===== config.mk =====
export PLATFORM = sky130hd
export DESIGN_NAME = iref_dac_driver
export DESIGN_NICKNAME = d
export VERILOG_FILES = /design/src/rtl/iref_dac_pkg.sv /design/src/rtl/dac_spi_tx.sv /design/src/rtl/iref_dac_driver.sv
export SDC_FILE = /design/constraint.sdc
export NUM_CORES = 1
export LEC_CHECK = 0
export CORE_ASPECT_RATIO = 0.7
export CORE_UTILIZATION = 40
export DETAILED_ROUTE_END_ITERATION = 12
export PLACE_DENSITY_LB_ADDON = 0.25
export SKIP_LAST_GASP = 1
export SLEW_MARGIN = 15
export SYNTH_ARGS = -nofsm -noshare
export SYNTH_HDL_FRONTEND = slang
export SYNTH_HIERARCHICAL = 1
export SYNTH_SLANG_ARGS = --single-unit

===== constraint.sdc =====
create_clock -name clk -period 14.6 [get_ports clk]
set_input_delay 2.92 -clock clk [delete_from_list [all_inputs] [get_ports clk]]
set_output_delay 2.92 -clock clk [all_outputs]
set_load 0.01 [all_outputs]

===== src/rtl/iref_dac_pkg.sv =====
// Shared FSM state encoding and default sizing for the current-reference DAC driver.
package iref_dac_pkg;

  localparam int DEF_BUS_WIDTH = 10;
  localparam int DEF_MAX_STEP  = 16;
  localparam int DEF_SCLK_DIV  = 2;

  typedef enum logic [1:0] {
    IDLE  = 2'd0,
    STEP  = 2'd1,
    SHIFT = 2'd2,
    LATCH = 2'd3
  } state_e;

endpackage


===== src/rtl/dac_spi_tx.sv =====
// Serializer for one DAC word: MSB first, SCLK_DIV clk cycles per sclk half-period.
module dac_spi_tx
  import iref_dac_pkg::*;
#(
  parameter int BUS_WIDTH = DEF_BUS_WIDTH,
  parameter int SCLK_DIV  = DEF_SCLK_DIV
) (
  input  logic                 clk,
  input  logic                 rst,
  input  logic                 start,
  input  logic [BUS_WIDTH-1:0] data,
  output logic                 sclk,
  output logic                 sdata,
  output logic                 done
);

  localparam int DIV_W = $clog2(SCLK_DIV + 1);
  localparam int BIT_W = $clog2(BUS_WIDTH + 1);
  localparam logic [DIV_W-1:0] DIV_LOAD = DIV_W'(SCLK_DIV - 1);
  localparam logic [BIT_W-1:0] BIT_LOAD = BIT_W'(BUS_WIDTH - 1);

  logic [BUS_WIDTH-1:0] shreg_q, shreg_d;
  logic [DIV_W-1:0]     div_cnt_q, div_cnt_d;
  logic [BIT_W-1:0]     bit_cnt_q, bit_cnt_d;
  logic                 phase_q, phase_d;
  logic                 active_q, active_d;
  logic                 div_tc, bit_tc;

  assign div_tc = (div_cnt_q == '0);
  assign bit_tc = (bit_cnt_q == '0);

  always_comb begin
    shreg_d   = shreg_q;
    div_cnt_d = div_cnt_q;
    bit_cnt_d = bit_cnt_q;
    phase_d   = phase_q;
    active_d  = active_q;
    done      = 1'b0;
    if (start) begin
      shreg_d   = data;
      div_cnt_d = DIV_LOAD;
      bit_cnt_d = BIT_LOAD;
      phase_d   = 1'b0;
      active_d  = 1'b1;
    end else if (active_q) begin
      if (div_tc) begin
        div_cnt_d = DIV_LOAD;
        if (!phase_q) begin
          phase_d = 1'b1;
        end else begin
          // data advances only on the high->low sclk transition
          phase_d = 1'b0;
          if (bit_tc) begin
            active_d = 1'b0;
            done     = 1'b1;
          end else begin
            bit_cnt_d = bit_cnt_q - 1'b1;
            shreg_d   = shreg_q << 1;
          end
        end
      end else begin
        div_cnt_d = div_cnt_q - 1'b1;
      end
    end
  end

  always_ff @(posedge clk or negedge rst) begin
    if (!rst) begin
      shreg_q   <= '0;
      div_cnt_q <= '0;
      bit_cnt_q <= '0;
      phase_q   <= 1'b0;
      active_q  <= 1'b0;
    end else begin
      shreg_q   <= shreg_d;
      div_cnt_q <= div_cnt_d;
      bit_cnt_q <= bit_cnt_d;
      phase_q   <= phase_d;
      active_q  <= active_d;
    end
  end

  assign sclk  = phase_q;
  assign sdata = shreg_q[BUS_WIDTH-1];

endmodule


===== src/rtl/iref_dac_driver.sv =====
// Slew-limited current-reference DAC driver: steps the applied code toward the target,
// at most MAX_STEP per serial frame.
//   state | meaning
//   IDLE  | applied code matches target (or enable low); bus quiet
//   STEP  | one cycle: compute clamped next code, cs_n low, MSB on sdata
//   SHIFT | serializer clocks out BUS_WIDTH bits
//   LATCH | one cycle: cs_n high latches DAC, applied code updated
module iref_dac_driver
  import iref_dac_pkg::*;
#(
  parameter int BUS_WIDTH = DEF_BUS_WIDTH,
  parameter int MAX_STEP  = DEF_MAX_STEP,
  parameter int SCLK_DIV  = DEF_SCLK_DIV
) (
  input  logic                 clk,
  input  logic                 rst,
  input  logic                 enable,
  input  logic [BUS_WIDTH-1:0] i_ref,
  input  logic                 i_ref_valid,
  output logic                 i_ref_ready,
  output logic                 dac_sclk,
  output logic                 dac_sdata,
  output logic                 dac_cs_n,
  output logic [BUS_WIDTH-1:0] i_ref_applied,
  output logic                 busy
);

  localparam int SW = BUS_WIDTH + 1;
  localparam logic signed [SW-1:0] STEP_MAX = SW'(MAX_STEP);

  state_e               state_q, state_d;
  logic [BUS_WIDTH-1:0] target_q, target_d;
  logic [BUS_WIDTH-1:0] applied_q, applied_d;
  logic [BUS_WIDTH-1:0] next_q, next_d;
  logic signed [SW-1:0] delta, delta_clamped, sum;
  logic [BUS_WIDTH-1:0] step_code;
  logic                 want_frame, tx_start, tx_done, tx_sclk, tx_sdata;

  // One extra sign bit keeps the difference and the sum exact across the full code range.
  always_comb begin
    delta = $signed({1'b0, target_q}) - $signed({1'b0, applied_q});
    if (delta > STEP_MAX)       delta_clamped = STEP_MAX;
    else if (delta < -STEP_MAX) delta_clamped = -STEP_MAX;
    else                        delta_clamped = delta;
    sum       = $signed({1'b0, applied_q}) + delta_clamped;
    step_code = sum[BUS_WIDTH] ? '0 : sum[BUS_WIDTH-1:0];
  end

  assign want_frame = enable && (target_q != applied_q);

  always_comb begin
    state_d   = state_q;
    target_d  = i_ref_valid ? i_ref : target_q;
    applied_d = applied_q;
    next_d    = next_q;
    tx_start  = 1'b0;
    case (state_q)
      IDLE:  if (want_frame) state_d = STEP;
      STEP: begin
        tx_start = 1'b1;
        next_d   = step_code;
        state_d  = SHIFT;
      end
      SHIFT: if (tx_done) begin
        applied_d = next_q;
        state_d   = LATCH;
      end
      LATCH: state_d = want_frame ? STEP : IDLE;
      default: state_d = IDLE;
    endcase
  end

  always_ff @(posedge clk or negedge rst) begin
    if (!rst) begin
      state_q   <= IDLE;
      target_q  <= '0;
      applied_q <= '0;
      next_q    <= '0;
    end else begin
      state_q   <= state_d;
      target_q  <= target_d;
      applied_q <= applied_d;
      next_q    <= next_d;
    end
  end

  dac_spi_tx #(
    .BUS_WIDTH (BUS_WIDTH),
    .SCLK_DIV  (SCLK_DIV)
  ) u_tx (
    .clk   (clk),
    .rst   (rst),
    .start (tx_start),
    .data  (step_code),
    .sclk  (tx_sclk),
    .sdata (tx_sdata),
    .done  (tx_done)
  );

  assign i_ref_ready   = 1'b1;
  assign i_ref_applied = applied_q;
  assign busy          = (state_q != IDLE);
  assign dac_cs_n      = !((state_q == STEP) || (state_q == SHIFT));
  assign dac_sclk      = (state_q == SHIFT) && tx_sclk;
  assign dac_sdata     = (state_q == STEP)  ? step_code[BUS_WIDTH-1] :
                         (state_q == SHIFT) ? tx_sdata : 1'b0;

endmodule


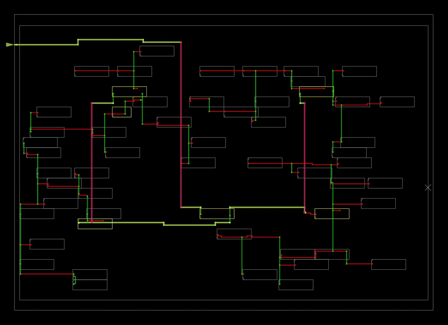
(clock routing)
clock sinks: 50
clk_lat worst skew: 0.29 ns
# clk buffers: 6

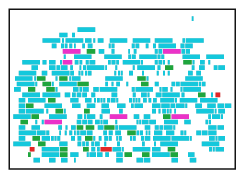
(drive-strength map)
Scale: 2 px per um.
size	colour	cells	share	most used
_0 and _1 cells	cyan	340	89%	dfrtp_1
_3 and _4 cells	red	3	0.78%	buf_4
_6 and larger	magenta	6	1.6%	clkbuf_16
_2 cells	green	34	8.9%	mux2_2

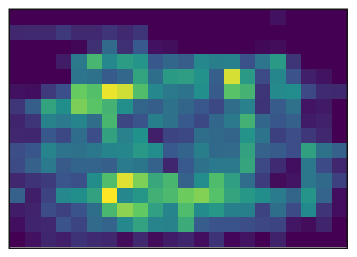
(routed metal per tile)
Scale: 3 px per um. 22 x 16 tiles, from dark purple (low) to yellow (high), scaled to the fullest tile. Values are wire area over tile area, all layers added.
nearly empty tiles	20%
tiles over half the peak	16%
fullest tile	0.49
mean over tiles	0.13

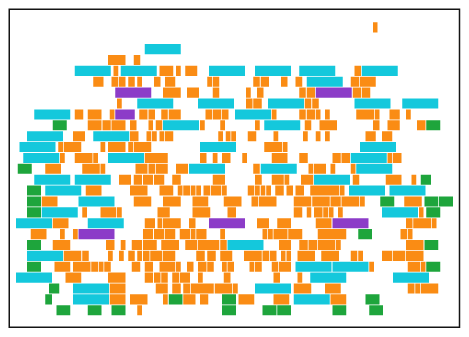
(placement by cell class)
Scale: 4 px per um.
class	colour	cells
flops	cyan	50
combinational and other logic	orange	298
clock drivers and dummy loads	purple	6
other buffers and delay cells	green	29
num rows: 27
post-route cell area: 3880 um2
core area: 8040 um2

[placed cells by master (no fill, tap or decap), drive strengths merged, types with 12 or more instances in the layout]
| cell | synthesis | routed |
|---|---|---|
| mux2 | 17 | 17 |
| nand2b | 12 | 12 |
| nor2 | 30 | 30 |
| nand3 | 14 | 14 |
| nand2 | 27 | 27 |
| a21oi | 18 | 18 |
| ha | 27 | 27 |
| inv | 28 | 28 |
| clkdlybuf4s50 | 0 | 26 |
| o21ai | 26 | 26 |
| dfrtp | 50 | 50 |
[logic make-up (layout without fill, tap and decap cells)]
family	Yosys count	after routing	share of synthesized area [%]
xor gates and xnor gates	13	13	3.35
muxes	18	18	5.92
DFF	50	50	36.8
buffers and inverters	43	64	5.48
AOI/OAI and AO/OA	93	93	19.4
adders and majority gates	29	29	11.1
and+or+nand+nor	115	115	17.8
other	1	1	0.110
[registers in the layout, summed over array words and instances (netlist names)]
name / count
u_tx/bit_cnt_q: 4
u_tx/sclk: 1
next_q: 10
u_tx/active_q: 1
target_q: 10
state_q: 2
u_tx/div_cnt_q: 2
u_tx/shreg_q: 10
i_ref_applied: 10
[final cells by class]
cell class              instances  area [um2]
clock buffers                   6         139
fillers                       761        4160
inverters                      29         109
multi-input cells             269        1970
flip-flops and latches         50        1250
well taps                     101         126
repair buffers                 29         280
[power groups by stage]
stage                     sequential (mW)  combinational [mW]  clock, mW
after floorplan                     0.204               0.288          0
after global placement              0.210               0.366          0
after detailed placement            0.210               0.372          0
after CTS                           0.209               0.374      0.119
after global routing                0.214               0.421      0.124
final                               0.209               0.372      0.115
[per-layer routing]
metal / routed length, um / share of wire, % / global-route usage, %
met1: 3910 / 54 / 27.3
met2: 2790 / 38 / 24.3
met3: 496 / 6.8 / 4.89
met4: 105 / 1.4 / 6.80
met5: 0 / 0 / 0
==> flow_summary.toml <==
# implementation run metrics
[outcome]
status = "finished with violations"
violations = "DRC"

[detailed_routing]
detailedRoute.firstIterationViolations = 131
avgViaCountPerCell = 5.46
drc_errors = 1
first_pass_iters = 8
vias = 2643

[global_routing]
grt_antenna_before_repair = 0

[setup_path]
crit_family = "AND-OR/OR-AND gates"
startpoint = "i_ref_applied[0]"
r2r-end = "u_tx/shreg_q[6]"
cp.depth = 23

[yosys]
synth_warnings = 6
yosys.cell_count.top_type = "dfrtp_1"
netlist_area_um2 = 3400
top_cells_by_count = "50 x dfrtp_1, 30 x nor2_1, 28 x inv_1"
yosysTopAreaCell = "dfrtp_1"

[final_timing]
finalClockPeriodUsage_pct = 66.4
hold_violations = 0
skew_ns = 0.00796
postLayoutSetupSlackWorst_ns = 4.91

[pwr]
p_total_mw = 0.696

[hold_path]
min_from = "next_q[7]"
